Run 1, congestion heat map:
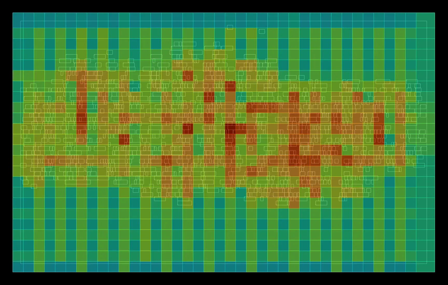
Run 1, signal wires on met4:
Scale bar: 100 um. Supply wires on this layer in gray. Cells faint in the background.
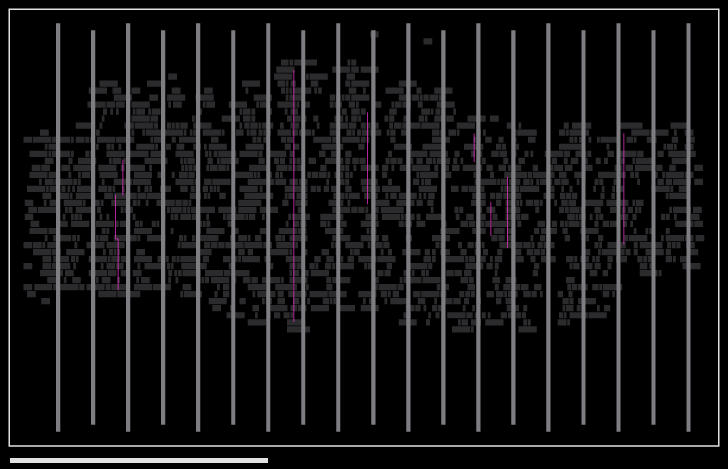
Run 1, signal wires on met1:
Supply wires on this layer in gray.
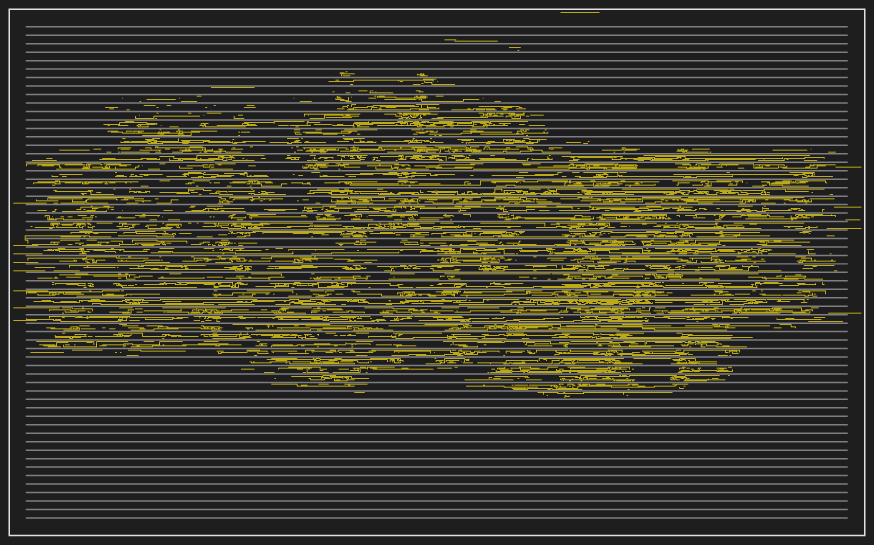
Run 1, cell area per tile:
The die is cut into 27 by 17 equal tiles; white is low, dark blue is high, 0 to 100% covered.
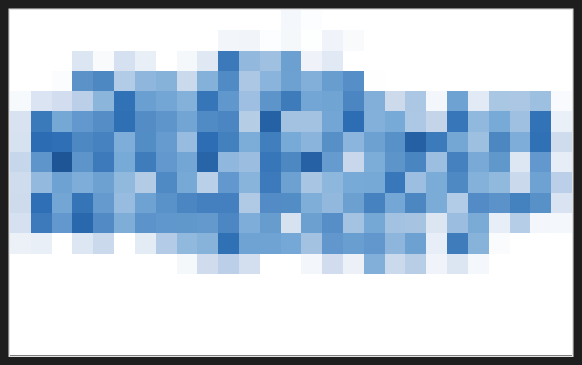
### src/rtl/uart_program_loader_if.sv
// Memory write port driven by the UART program loader.
// One-cycle write strobe with word address and data.
interface uart_program_loader_if #(
    parameter int ADDR_W = 15
) ();
    logic              prog_we_o;
    logic [ADDR_W-1:0] prog_addr_o;
    logic [31:0]       prog_wdata_o;

    modport master (
        output prog_we_o,
        output prog_addr_o,
        output prog_wdata_o
    );

    modport slave (
        input prog_we_o,
        input prog_addr_o,
        input prog_wdata_o
    );
endinterface

### src/rtl/uart_program_loader.sv
// UART program loader: MAGIC, 32-bit LE length, LE words into RAM.
// Holds the core in reset while a frame is being received.
module uart_program_loader #(
    parameter int          CLK_HZ       = 60_000_000,
    parameter int          BAUD         = 115200,
    parameter int          CLKS_PER_BIT = CLK_HZ / BAUD,
    parameter int          RAM_DEPTH    = 'h5000,
    parameter int          ADDR_W       = $clog2(RAM_DEPTH),
    parameter logic [31:0] MAGIC        = 32'h5445_4B4E,
    parameter int          TIMEOUT_CLKS = 60_000_000
) (
    input  logic                  clk_wiz_o,
    input  logic                  rst_n,
    input  logic                  prog_rx_i,
    uart_program_loader_if.master prog_bus,
    output logic                  system_reset_o,
    output logic                  prog_mode_led_o,
    output logic                  err_o
);
    localparam int CW = $clog2(CLKS_PER_BIT + 1);
    localparam int TW = $clog2(TIMEOUT_CLKS + 1);
    localparam logic [CW-1:0] C_HALF = CW'(CLKS_PER_BIT / 2);
    localparam logic [CW-1:0] C_LAST = CW'(CLKS_PER_BIT - 1);
    localparam logic [TW-1:0] T_LAST = TW'(TIMEOUT_CLKS - 1);

    typedef enum logic [1:0] {
        RX_IDLE, RX_START, RX_DATA, RX_STOP
    } rx_state_e;

    typedef enum logic [1:0] {
        L_IDLE, L_LEN, L_DATA
    } ld_state_e;

    logic            r_rx_meta;
    logic            r_rx_sync;
    rx_state_e       r_rx_state, w_rx_state_nxt;
    logic [CW-1:0]   r_clk_cnt, w_clk_cnt_nxt;
    logic [2:0]      r_bit_idx, w_bit_idx_nxt;
    logic [7:0]      r_rx_shift, w_rx_shift_nxt;
    logic            r_byte_valid, w_byte_valid_nxt;
    logic            r_rx_err, w_rx_err_nxt;

    ld_state_e         r_ld_state, w_ld_state_nxt;
    logic [31:0]       r_magic, w_magic_nxt;
    logic [31:0]       r_len, w_len_nxt;
    logic [31:0]       r_word, w_word_nxt;
    logic [1:0]        r_byte_cnt, w_byte_cnt_nxt;
    logic [31:0]       r_word_cnt, w_word_cnt_nxt;
    logic [TW-1:0]     r_tmo, w_tmo_nxt;
    logic              r_word_done, w_word_done_nxt;
    logic              r_ovf_seen, w_ovf_seen_nxt;
    logic              r_we, w_we_nxt;
    logic [ADDR_W-1:0] r_addr, w_addr_nxt;
    logic [31:0]       r_wdata, w_wdata_nxt;
    logic              r_sys_rst, r_led;
    logic              r_err, w_err_nxt;

    logic [31:0] w_magic_sh;
    logic [31:0] w_len_sh;
    logic [31:0] w_word_sh;
    logic [31:0] w_cnt_inc;

    assign w_magic_sh = {r_magic[23:0], r_rx_shift};
    assign w_len_sh   = {r_rx_shift, r_len[31:8]};
    assign w_word_sh  = {r_rx_shift, r_word[31:8]};
    assign w_cnt_inc  = r_word_cnt + 32'd1;

    assign prog_bus.prog_we_o    = r_we;
    assign prog_bus.prog_addr_o  = r_addr;
    assign prog_bus.prog_wdata_o = r_wdata;
    assign system_reset_o        = r_sys_rst;
    assign prog_mode_led_o       = r_led;
    assign err_o                 = r_err;

    always_ff @(posedge clk_wiz_o) begin
        if (!rst_n) begin
            r_rx_meta    <= 1'b1;
            r_rx_sync    <= 1'b1;
            r_rx_state   <= RX_IDLE;
            r_clk_cnt    <= '0;
            r_bit_idx    <= '0;
            r_rx_shift   <= '0;
            r_byte_valid <= 1'b0;
            r_rx_err     <= 1'b0;
        end else begin
            r_rx_meta    <= prog_rx_i;
            r_rx_sync    <= r_rx_meta;
            r_rx_state   <= w_rx_state_nxt;
            r_clk_cnt    <= w_clk_cnt_nxt;
            r_bit_idx    <= w_bit_idx_nxt;
            r_rx_shift   <= w_rx_shift_nxt;
            r_byte_valid <= w_byte_valid_nxt;
            r_rx_err     <= w_rx_err_nxt;
        end
    end

    always_comb begin
        w_rx_state_nxt   = r_rx_state;
        w_clk_cnt_nxt    = r_clk_cnt;
        w_bit_idx_nxt    = r_bit_idx;
        w_rx_shift_nxt   = r_rx_shift;
        w_byte_valid_nxt = 1'b0;
        w_rx_err_nxt     = 1'b0;
        unique case (r_rx_state)
            RX_IDLE: begin
                w_clk_cnt_nxt = '0;
                if (!r_rx_sync)
                    w_rx_state_nxt = RX_START;
            end
            RX_START: begin
                if (r_clk_cnt == C_HALF) begin
                    w_clk_cnt_nxt  = '0;
                    w_bit_idx_nxt  = '0;
                    w_rx_state_nxt = r_rx_sync ? RX_IDLE : RX_DATA;
                end else begin
                    w_clk_cnt_nxt = r_clk_cnt + 1'b1;
                end
            end
            RX_DATA: begin
                if (r_clk_cnt == C_LAST) begin
                    w_clk_cnt_nxt  = '0;
                    w_rx_shift_nxt = {r_rx_sync, r_rx_shift[7:1]};
                    w_bit_idx_nxt  = r_bit_idx + 1'b1;
                    if (r_bit_idx == 3'd7)
                        w_rx_state_nxt = RX_STOP;
                end else begin
                    w_clk_cnt_nxt = r_clk_cnt + 1'b1;
                end
            end
            RX_STOP: begin
                if (r_clk_cnt == C_LAST) begin
                    w_clk_cnt_nxt    = '0;
                    w_rx_state_nxt   = RX_IDLE;
                    w_byte_valid_nxt = r_rx_sync;
                    w_rx_err_nxt     = !r_rx_sync;
                end else begin
                    w_clk_cnt_nxt = r_clk_cnt + 1'b1;
                end
            end
            default: w_rx_state_nxt = RX_IDLE;
        endcase
    end

    always_ff @(posedge clk_wiz_o) begin
        if (!rst_n) begin
            r_ld_state  <= L_IDLE;
            r_magic     <= '0;
            r_len       <= '0;
            r_word      <= '0;
            r_byte_cnt  <= '0;
            r_word_cnt  <= '0;
            r_tmo       <= '0;
            r_word_done <= 1'b0;
            r_ovf_seen  <= 1'b0;
            r_we        <= 1'b0;
            r_addr      <= '0;
            r_wdata     <= '0;
            r_sys_rst   <= 1'b1;
            r_led       <= 1'b0;
            r_err       <= 1'b0;
        end else begin
            r_ld_state  <= w_ld_state_nxt;
            r_magic     <= w_magic_nxt;
            r_len       <= w_len_nxt;
            r_word      <= w_word_nxt;
            r_byte_cnt  <= w_byte_cnt_nxt;
            r_word_cnt  <= w_word_cnt_nxt;
            r_tmo       <= w_tmo_nxt;
            r_word_done <= w_word_done_nxt;
            r_ovf_seen  <= w_ovf_seen_nxt;
            r_we        <= w_we_nxt;
            r_addr      <= w_addr_nxt;
            r_wdata     <= w_wdata_nxt;
            r_sys_rst   <= (w_ld_state_nxt == L_IDLE);
            r_led       <= (w_ld_state_nxt != L_IDLE);
            r_err       <= w_err_nxt;
        end
    end

    always_comb begin
        w_ld_state_nxt  = r_ld_state;
        w_magic_nxt     = r_magic;
        w_len_nxt       = r_len;
        w_word_nxt      = r_word;
        w_byte_cnt_nxt  = r_byte_cnt;
        w_word_cnt_nxt  = r_word_cnt;
        w_tmo_nxt       = r_tmo;
        w_word_done_nxt = 1'b0;
        w_ovf_seen_nxt  = r_ovf_seen;
        w_we_nxt        = 1'b0;
        w_addr_nxt      = r_addr;
        w_wdata_nxt     = r_wdata;
        w_err_nxt       = r_rx_err;
        unique case (r_ld_state)
            L_IDLE: begin
                if (r_byte_valid) begin
                    if (w_magic_sh == MAGIC) begin
                        w_ld_state_nxt = L_LEN;
                        w_magic_nxt    = '0;
                        w_len_nxt      = '0;
                        w_byte_cnt_nxt = '0;
                        w_word_cnt_nxt = '0;
                        w_tmo_nxt      = '0;
                        w_ovf_seen_nxt = 1'b0;
                    end else begin
                        w_magic_nxt = w_magic_sh;
                    end
                end
            end
            L_LEN: begin
                w_magic_nxt = '0;
                if (r_byte_valid) begin
                    w_tmo_nxt      = '0;
                    w_len_nxt      = w_len_sh;
                    w_byte_cnt_nxt = r_byte_cnt + 1'b1;
                    if (r_byte_cnt == 2'd3) begin
                        w_word_cnt_nxt = '0;
                        w_addr_nxt     = '0;
                        w_ld_state_nxt = (w_len_sh == 32'd0) ? L_IDLE : L_DATA;
                    end
                end else if (r_tmo == T_LAST) begin
                    w_ld_state_nxt = L_IDLE;
                    w_err_nxt      = 1'b1;
                end else begin
                    w_tmo_nxt = r_tmo + 1'b1;
                end
            end
            L_DATA: begin
                w_magic_nxt = '0;
                if (r_byte_valid) begin
                    w_tmo_nxt      = '0;
                    w_word_nxt     = w_word_sh;
                    w_byte_cnt_nxt = r_byte_cnt + 1'b1;
                    if (r_byte_cnt == 2'd3) begin
                        w_word_done_nxt = 1'b1;
                        // Out-of-range words are swallowed; flag only the first.
                        if (r_word_cnt < 32'(RAM_DEPTH)) begin
                            w_we_nxt    = 1'b1;
                            w_wdata_nxt = w_word_sh;
                        end else if (!r_ovf_seen) begin
                            w_err_nxt      = 1'b1;
                            w_ovf_seen_nxt = 1'b1;
                        end
                    end
                end else if (r_tmo == T_LAST) begin
                    w_ld_state_nxt = L_IDLE;
                    w_err_nxt      = 1'b1;
                end else begin
                    w_tmo_nxt = r_tmo + 1'b1;
                end
                if (r_word_done) begin
                    w_word_cnt_nxt = w_cnt_inc;
                    w_addr_nxt     = w_cnt_inc[ADDR_W-1:0];
                    if (w_cnt_inc == r_len)
                        w_ld_state_nxt = L_IDLE;
                end
            end
            default: w_ld_state_nxt = L_IDLE;
        endcase
    end
endmodule

### src/flat_wrapper.sv
// flat-port wrapper written by rule: the top's interface ports become plain ports
module uart_program_loader_flat 
#(
    parameter int          CLK_HZ       = 60_000_000,
    parameter int          BAUD         = 115200,
    parameter int          CLKS_PER_BIT = CLK_HZ / BAUD,
    parameter int          RAM_DEPTH    = 'h5000,
    parameter int          ADDR_W       = $clog2(RAM_DEPTH),
    parameter logic [31:0] MAGIC        = 32'h5445_4B4E,
    parameter int          TIMEOUT_CLKS = 60_000_000
)
  (clk_wiz_o, rst_n, prog_rx_i, system_reset_o, prog_mode_led_o, err_o, prog_bus_prog_we_o, prog_bus_prog_addr_o, prog_bus_prog_wdata_o);
  uart_program_loader_if #(.ADDR_W(ADDR_W)) prog_bus_i ();
  input  logic clk_wiz_o;
  input  logic rst_n;
  input  logic prog_rx_i;
  output logic system_reset_o;
  output logic prog_mode_led_o;
  output logic err_o;
  output wire logic [$bits(prog_bus_i.prog_we_o)-1:0] prog_bus_prog_we_o;
  output wire logic [$bits(prog_bus_i.prog_addr_o)-1:0] prog_bus_prog_addr_o;
  output wire logic [$bits(prog_bus_i.prog_wdata_o)-1:0] prog_bus_prog_wdata_o;
  assign prog_bus_prog_we_o = prog_bus_i.prog_we_o;
  assign prog_bus_prog_addr_o = prog_bus_i.prog_addr_o;
  assign prog_bus_prog_wdata_o = prog_bus_i.prog_wdata_o;
  uart_program_loader #(.CLK_HZ(CLK_HZ), .BAUD(BAUD), .CLKS_PER_BIT(CLKS_PER_BIT), .RAM_DEPTH(RAM_DEPTH), .ADDR_W(ADDR_W), .MAGIC(MAGIC), .TIMEOUT_CLKS(TIMEOUT_CLKS)) u_core (.clk_wiz_o(clk_wiz_o), .rst_n(rst_n), .prog_rx_i(prog_rx_i), .prog_bus(prog_bus_i), .system_reset_o(system_reset_o), .prog_mode_led_o(prog_mode_led_o), .err_o(err_o));
endmodule
### config.mk
export PLATFORM = sky130hd
export DESIGN_NAME = uart_program_loader_flat
export DESIGN_NICKNAME = d
export VERILOG_FILES = /design/src/rtl/uart_program_loader_if.sv /design/src/rtl/uart_program_loader.sv /design/src/flat_wrapper.sv
export SDC_FILE = /design/constraint.sdc
export NUM_CORES = 1
export LEC_CHECK = 0
export CORE_ASPECT_RATIO = 0.6
export CORE_MARGIN = 5
export CORE_UTILIZATION = 25
export CTS_CLUSTER_DIAMETER = 50
export CTS_CLUSTER_SIZE = 20
export DETAILED_ROUTE_END_ITERATION = 10
export HOLD_SLACK_MARGIN = 0.06
export SETUP_SLACK_MARGIN = 0.4
export SKIP_LAST_GASP = 1
export SYNTH_ARGS = -nofsm -noshare
export SYNTH_HDL_FRONTEND = slang
export SYNTH_SLANG_ARGS = --single-unit
### constraint.sdc
create_clock -name clk_wiz_o -period 3.55 [get_ports clk_wiz_o]
set_clock_uncertainty 0.15 [all_clocks]
set_input_delay 0.71 -clock clk_wiz_o [delete_from_list [all_inputs] [get_ports clk_wiz_o]]
set_output_delay 0.71 -clock clk_wiz_o [all_outputs]
set_load 0.05 [all_outputs]
==> reports/results.txt, run 1 <==
result of the run: finished clean
Remaining DRCs: 0
die span in y: 169 um
syn_nets: 1282
number of antenna violations at the first check in global routing: 0
power density cells: 358 nW/um^2
worst setup slack after placement: 0.402 ns
number of stages on the worst hold path: 1
hold violation total from the final report: 0
cell total in the yosys stat output: 1268
library cell occupying the most area in the post-synthesis netlist: dfxtp_1
type of the most critical hold path: reg2reg
global-route wire length before repair: 47400 um
actual transition at the worst max-transition pin: 0.915 ns
Pins Over Slew Limit: 0
count of buffering cells on the critical path with inverters included: 0
total congestion overflow: 0
Relative slew margins: 38.8%
Final GP Congestion: 0.896
Critical Path Sink Type: register
post-placement cell area: 11700 um^2
clock slew at the register clock pins of the worst setup and hold paths: 0.09 ns
die footprint: 46200 um^2
via count of the routed design: 9303
total number of H-tree levels: 1
Boundary Pins: 54
total tool warning count: 33
Max Cap Viol: 0
Final Power: 4.39 mW
top cells by instance count after synthesis: dfxtp_1 (222), nor2_1 (188), nand2_1 (142)
Post-Syn Instances: 1268
comb. cell area: 5620 um^2
count of inserted antenna diode cells: 0
Critical path origin: u_core.r_word_cnt[10]$_SDFFE_PN0P_
setup total negative slack: 0 ns
RSZ-0062 raised after global routing: true
largest net degree at the start of global routing: 106
detailed route wirelength on metal3: 2530 um
register share after synthesis: 42.4%
count of cells along the worst register-to-register path: 7
final design area excluding fillers: 12300 um^2
first-pass iteration count of the detailed router: 7
primary flip-flop cell chosen by synthesis mapping: dfxtp_1
Top cells by area: dfxtp_1 (42%), nor2_1 (6.7%), a22oi_1 (5.4%)
highest routed layer: met4
Core Area: 41700 um^2
post-layout instance count excluding filler cells: 1862
Critical Path Start Type: register
Init Core Util: 25.2%
number of clock buffers inserted by TritonCTS: 16
area of the mapped netlist: 10500 um^2
number of sinks on the clock net: 222
Hold Crit Start: u_core.r_rx_meta$_SDFF_PN1_
total length of routed met2 wires: 11300 um
WL met1: 15900 um
Routed WL: 30000 um
horizontal extent of the die: 274 um
fillers: 4462
post-synthesis average cell area: 8.26 um^2
clk ins delay skew pair: 0.51 ns
cell with the largest stage delay on the worst path: or4_1
max incr delay on CP: 0.57 ns
count of flip-flops with a built-in enable after synthesis: 0
data arrival time of the critical path: 3.30 ns
Crit Reg-Reg Endpoint: u_core.prog_mode_led_o$_SDFF_PN0_
reg-to-reg setup timing slack: 0.49 ns
static leakage: 4.06 nW
total of hold buffers inserted after clock tree synthesis: 0
Area leader share: 42.4%
cell family with most CP delay: simple AND/OR/NAND/NOR gates
CTS tree: built
Synth async-reset ratio: 0%
type of the worst setup path: reg2reg
Area Overhead vs Synth: 17.0%
Cell Chain, Critical Path: nand4_1 -> or2_2 -> or4_1 -> xnor2_1 -> o2111ai_1 -> nor4_4 -> a21oi_1
Notes on 'congestion heat map' above:
GRT Max-Usage Layer: met1
met2 usage: 16.3%

Notes on 'signal wires on met4' above:
longest straight run: 97.2 um
share of all routed wire: 0.93%
wire length on this layer: 278 um
nets with wire on the layer: 5
main direction: vertical

Notes on 'signal wires on met1' above:
nets with wire on the layer: 1224
wire length on this layer: 15900 um

Notes on 'cell area per tile' above:
fullest tile: 85%
mean over tiles: 25%
emptiest ninth of the die: lower left
tiles over 75% full: 2.0%
nearly empty tiles: 44%

## run 1: per-layer routing
| metal | global-route usage, % | vias to the layer above |
|---|---|---|
| li1 | - | 4524 |
| met1 | 20.5 | 4467 |
| met2 | 16.3 | 292 |
| met3 | 3.13 | 20 |
| met4 | 1.31 | 0 |
| met5 | 0 | - |
## run 1: where the power goes
part | switching, mW | internal (mW) | leakage (nW)
registers | 0.00179 | 2.49 | 1.79
clock network | 0.971 | 0.864 | 0.231
logic | 0.0491 | 0.0121 | 2.03
## run 1: area by class of cell
class                           count  area share (%)
Clock inverter                      5           0.480
Clock buffer                       17            3.38
Tap cell                          570            5.82
Timing Repair Buffer              102            7.63
Inverter                           15           0.480
Multi-Input combinational cell    931            45.9
Sequential cell                   222            36.4
## run 1: repair_timing
item                       4_1_cts  5_1_grt
cloned                           0        0
pin swaps                        0        2
resized                          1       18
setup buffers                    0        5
setup endpoints to repair        3       23
## run 1: how the worst max path moves through the flow
stage / end / slack, ns / cells after the start
3_3_place_gp: u_core.r_tmo[7]$_SDFFE_PN0P_ / 0.51 / 7
6_report: u_core.prog_mode_led_o$_SDFF_PN0_ / 0.49 / 7
5_1_grt: u_core.prog_mode_led_o$_SDFF_PN0_ / 0.39 / 7
3_5_place_dp: u_core.prog_mode_led_o$_SDFF_PN0_ / 0.40 / 8
2_1_floorplan: u_core.r_ld_state[1]$_SDFF_PN0_ / 0.77 / 9
4_1_cts: u_core.prog_mode_led_o$_SDFF_PN0_ / 0.40 / 8
## run 1: cells by family after synthesis
logic type / after synthesis / share of synthesized area (%)
multiplexers: 35 / 3.36
buffers and inverters: 115 / 4.48
XOR/XNOR: 66 / 5.95
AND/OR/NAND/NOR: 558 / 26.1
flip-flops: 222 / 42.4
adder cells (fa/ha/maj): 11 / 1.31
AND-OR/OR-AND: 261 / 16.3
## run 1: worst register-to-register path: stages, from the launching register on
cell,delay (ns)
dfxtp_1,0.50
nand4_1,0.27
or2_2,0.44
or4_1,0.58
xnor2_1,0.21
o2111ai_1,0.22
nor4_4,0.45
a21oi_1,0.13
## run 1: layout by cell type, fill, tap and decap left out, types with 5 or more instances in the layout
cell             count
nand4_1             23
nor3b_1              5
and4_1               9
buf_4               46
ha_1                10
dfxtp_1            211
xor2_1              20
a21oi_1             79
o31ai_1              6
or4_1               13
xnor2_1             43
nor4_1              24
dfxtp_2             11
and2_1              16
nor4bb_1             5
nor3_1              23
or2_2                8
nor2b_1              8
a31oi_1             13
nor4b_1              8
nor2_1             188
clkbuf_16           16
inv_1               14
mux2i_1             34
a41o_1               5
a22oi_1             75
o21ai_0             32
clkdlybuf4s50_1     53
nand3_1             38
and3_1              22
nand2_1            142
## run 1: stage by stage
step,hold WS [ns],util [%]
final,0.283,29.4
after global routing,0.311,29.4
after CTS,0.285,29.2
after detailed placement,0.267,28.1
after global placement,0.271,28.1
after floorplan,0.236,-
## run 1: registers in the layout (all words and copies together) (netlist names), 10 cells and up, named ones only
register,flops
u_core.r_magic,24
u_core.r_len,32
u_core.prog_bus.prog_wdata_o,32
u_core.prog_bus.prog_addr_o,15
u_core.r_clk_cnt,10
u_core.r_word_cnt,32
u_core.r_tmo,26
u_core.r_word,24
Run 1, cell classes on the final placement:
Scale bar: 100 um. Fill, decap, tap and diode cells in gray.
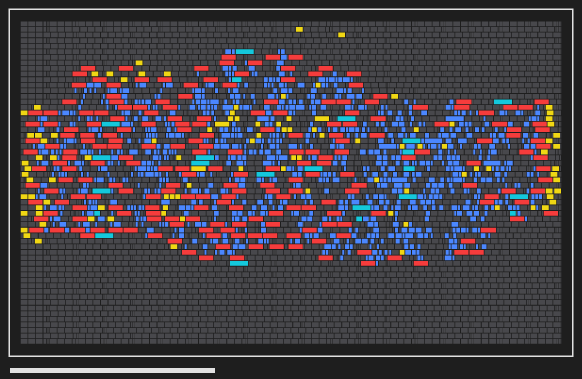

--- run 2 (diff from run 1) ---
--- a/config.mk
+++ b/config.mk
@@ -5,13 +5,15 @@
 export SDC_FILE = /design/constraint.sdc
 export NUM_CORES = 1
 export LEC_CHECK = 0
+export CAP_MARGIN = 0
 export CORE_ASPECT_RATIO = 0.6
 export CORE_MARGIN = 5
-export CORE_UTILIZATION = 25
+export CORE_UTILIZATION = 54
 export CTS_CLUSTER_DIAMETER = 50
 export CTS_CLUSTER_SIZE = 20
 export DETAILED_ROUTE_END_ITERATION = 10
 export HOLD_SLACK_MARGIN = 0.06
+export PLACE_DENSITY = 0.73
 export SETUP_SLACK_MARGIN = 0.4
 export SKIP_LAST_GASP = 1
 export SYNTH_ARGS = -nofsm -noshare
Run 2, cell classes on the final placement:
Scale bar: 50 um. Fill, decap, tap and diode cells in gray.
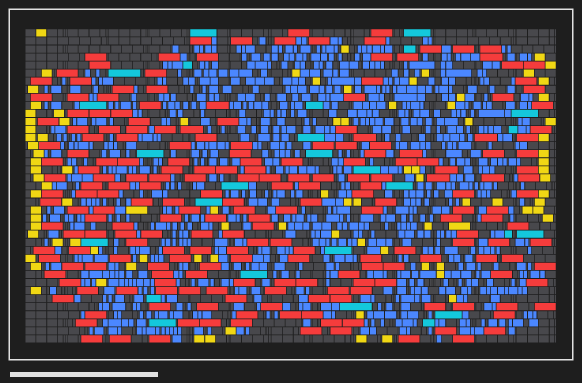
legend:
  yellow:
    class: remaining buffers and delay cells
    cells: 91
  cyan:
    class: clock drivers and dummy loads
    cells: 26
  red:
    class: registers
    cells: 222
  blue:
    class: remaining logic cells
    cells: 946

Run 2, signal wires on met4:
Scale bar: 50 um. Supply wires on this layer in gray. Cells faint in the background.
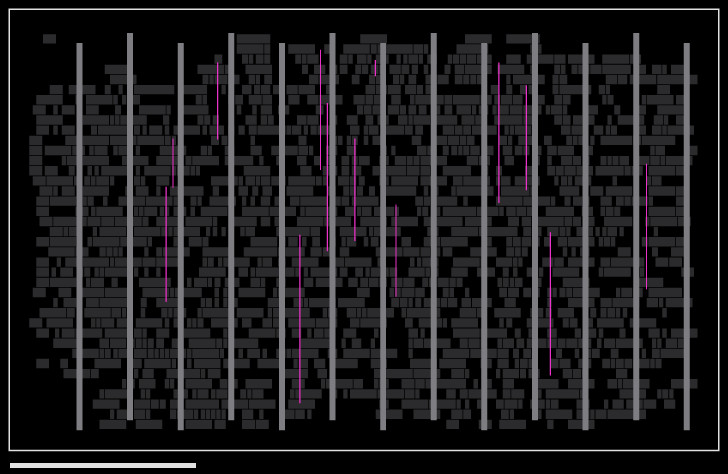
main direction: vertical
longest straight run: 44.9 um
share of all routed wire: 1.4%
wire length on this layer: 373 um
nets with wire on the layer: 7

Run 2, congestion heat map:
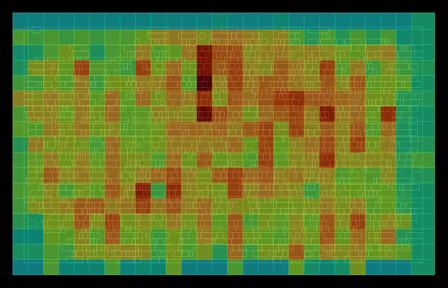
met2 usage: 31.2%
met1 demand-to-capacity share in global routing: 36.7%
Routed wire per std cell: 17.5 um

==> run 2 against run 1 <==
Effect of this change: via count fell by 0.89%; critical path depth did not move; worst hold slack got worse by 0.024 ns; clock-buffer cell count rose by 1; highest routed layer unchanged; largest cell class unchanged; non-clock buffer count fell by 11.
==> reports/results.txt, run 2 <==
area taken by flip-flops and latches: 4460 um^2
horizontal extent of the die: 190 um (-31%)
share of post-route cells with drive strength above 1: 8.72%
die footprint: 22400 um^2 (-52%)
Post-Syn Instances: 1268 (unchanged)
Top cells by area: dfxtp_1 (42%), nor2_1 (6.7%), a22oi_1 (5.4%)
Max Fanout on Critical Path: 9
total tool warning count: 32 (-3.0%)
most frequently placed logic cell in the final layout: dfxtp_1
final design area excluding fillers: 11800 um^2 (-3.4%)
Critical Path Sink Type: register
highest attainable clock frequency: 329 MHz
reg-to-reg setup timing slack: 0.51 ns (+0.02 ns)
post-placement cell area: 11200 um^2 (-4.2%)
count of flip-flops with a built-in enable after synthesis: 0 (unchanged)
actual transition at the worst max-transition pin: 0.814 ns (-0.101 ns)
total congestion overflow: 0 (unchanged)
hold violation total from the final report: 0 (unchanged)
type of the worst setup path: reg2reg
comb. cell area: 5620 um^2 (-0.11%)
Area leader share: 42.4% (unchanged)
first-pass iteration count of the detailed router: 6 (-1)
clock slew at the register clock pins of the worst setup and hold paths: 0.08 ns (about the same)
cell total in the yosys stat output: 1268 (unchanged)
Boundary Pins: 54 (unchanged)
crit path to: u_core.prog_mode_led_o$_SDFF_PN0_
primary flip-flop cell chosen by synthesis mapping: dfxtp_1
worst IR drop on VDD: 0.000250 V
library cell occupying the most area in the post-synthesis netlist: dfxtp_1
Area Overhead vs Synth: 13.0%
count of cells along the worst register-to-register path: 7 (unchanged)
Init Core Util: 55.1% (+30 points)
power density cells: 385 nW/um^2 (+7.7%)
Critical Path Start Type: register
global-route wire length before repair: 43500 um (-8.2%)
total number of H-tree levels: 1 (unchanged)
area of the mapped netlist: 10500 um^2 (unchanged)
Crit Reg-Reg Endpoint: u_core.prog_mode_led_o$_SDFF_PN0_
syn_nets: 1282 (unchanged)
static leakage: 4.04 nW (-0.35%)
clk ins delay skew pair: 0.49 ns (-0.02 ns)
Relative slew margins: 45.6% (+6.7 points)
post-synthesis average cell area: 8.26 um^2 (unchanged)
top cells by instance count after synthesis: dfxtp_1 (222), nor2_1 (188), nand2_1 (142)
Core Area: 19000 um^2 (-54%)
RSZ-0062 raised after global routing: false
highest-count cells in the layout ignoring fill and taps: dfxtp_1 (213), nor2_1 (188), nand2_1 (142)
Final GP Congestion: 0.963 (+7.4%)
Pins Over Slew Limit: 0 (unchanged)
Cell Chain, Critical Path: nand4_1 -> or2_2 -> or4_1 -> xnor2_1 -> o2111ai_1 -> nor4_4 -> a21oi_1
type of the most critical hold path: reg2reg
max incr delay on CP: 0.56 ns (about the same)
number of sinks on the clock net: 222 (unchanged)
largest net degree at the start of global routing: 175 (+65%)
register share after synthesis: 42.4% (unchanged)
Routed WL: 26900 um (-11%)
clock root buffer: clkbuf_16
CTS tree: built
result of the run: finished clean
data required time of the worst path: 3.77 ns
number of clock buffers inserted by TritonCTS: 17 (+1)
cell with the largest stage delay on the worst path: or4_1
Remaining DRCs: 0 (unchanged)
setup total negative slack: 0 ns (unchanged)
fillers: 1657 (-63%)
Critical path origin: u_core.r_word_cnt[11]$_SDFFE_PN0P_
number of antenna violations at the first check in global routing: 0 (unchanged)
count of inserted antenna diode cells: 0 (unchanged)
Final nets: 1292
Max Cap Viol: 0 (unchanged)
Synth async-reset ratio: 0% (unchanged)
die span in y: 118 um (-30%)
via count of the routed design: 9220 (-0.89%)
data arrival time of the critical path: 3.25 ns (-0.05 ns)
run 2: per-stage QoR:
step | setup WS [ns] | hold slack (ns) | instances | utilization (%) | total power, mW
floorplan | 0.767 | 0.236 | 1268 | - | 2.59
global placement | 0.457 | 0.239 | 1501 | 58.9 | 2.61
detailed placement | 0.369 | 0.243 | 1501 | 58.9 | 2.61
CTS | 0.446 | 0.262 | 1527 | 61.8 | 4.61
global route | 0.381 | 0.296 | 1531 | 62.2 | 4.70
finish | 0.512 | 0.259 | 1531 | 62.2 | 4.56
run 2: final cells by class:
cell class / instances / share of cell area (%)
multi-input cells: 931 / 47.4
repair buffers: 91 / 7.10
clock buffers: 18 / 3.71
well taps: 246 / 2.60
inverters: 15 / 0.497
flip-flops and latches: 222 / 37.6
clock inverters: 8 / 1.05
run 2: worst max-delay path, delay by kind of cell, from the launching register on:
family / cells / cell delay (ns)
AND/OR/NAND/NOR: 4 / 1.78
flip-flops: 1 / 0.49
AND-OR/OR-AND: 2 / 0.34
XOR/XNOR: 1 / 0.17
run 2: worst min path at each step:
| stage | start | end | cells after the start |
|---|---|---|---|
| 2_1_floorplan | u_core.r_rx_meta$_SDFF_PN1_ | u_core.r_rx_sync$_SDFF_PN1_ | 1 |
| 3_3_place_gp | u_core.r_rx_meta$_SDFF_PN1_ | u_core.r_rx_sync$_SDFF_PN1_ | 1 |
| 3_5_place_dp | u_core.r_rx_meta$_SDFF_PN1_ | u_core.r_rx_sync$_SDFF_PN1_ | 1 |
| 4_1_cts | u_core.r_rx_meta$_SDFF_PN1_ | u_core.r_rx_sync$_SDFF_PN1_ | 1 |
| 5_1_grt | u_core.r_rx_meta$_SDFF_PN1_ | u_core.r_rx_sync$_SDFF_PN1_ | 1 |
| 6_report | u_core.r_rx_meta$_SDFF_PN1_ | u_core.r_rx_sync$_SDFF_PN1_ | 1 |
run 2: cell families (layout without fill, tap and decap cells):
logic type	after synthesis	count (layout)	share of synthesized area, %
fa+ha+maj	11	11	1.31
xor+xnor	66	66	5.95
mux	35	35	3.36
flops	222	222	42.4
compound gates	261	261	16.3
simple gates	558	558	26.1
buf+inv	115	132	4.48
run 2: report_power, final:
| group | total [mW] | switching (mW) | internal (mW) |
|---|---|---|---|
| combinational | 0.0584 | 0.0471 | 0.0113 |
| clock | 2.01 | 0.946 | 1.07 |
| sequential | 2.49 | 0.00169 | 2.49 |
| total | 4.56 | 0.995 | 3.57 |
run 2: layer usage:
layer	GRT usage (%)	share of wire, %	wire length, um
met1	36.7	50	13500
met2	31.2	40	10700
met3	5.42	8.4	2260
met4	3.66	1.4	372
met5	0	0	0
run 2: repair_timing:
action	in CTS	in global routing
gates resized	1	16
setup buffers	0	4
setup endpoints to repair	4	16
gates cloned	0	0
pin swaps	0	3
hold buffers	0	0
Power figures rest on the tool's default switching activity, not on a simulated workload.
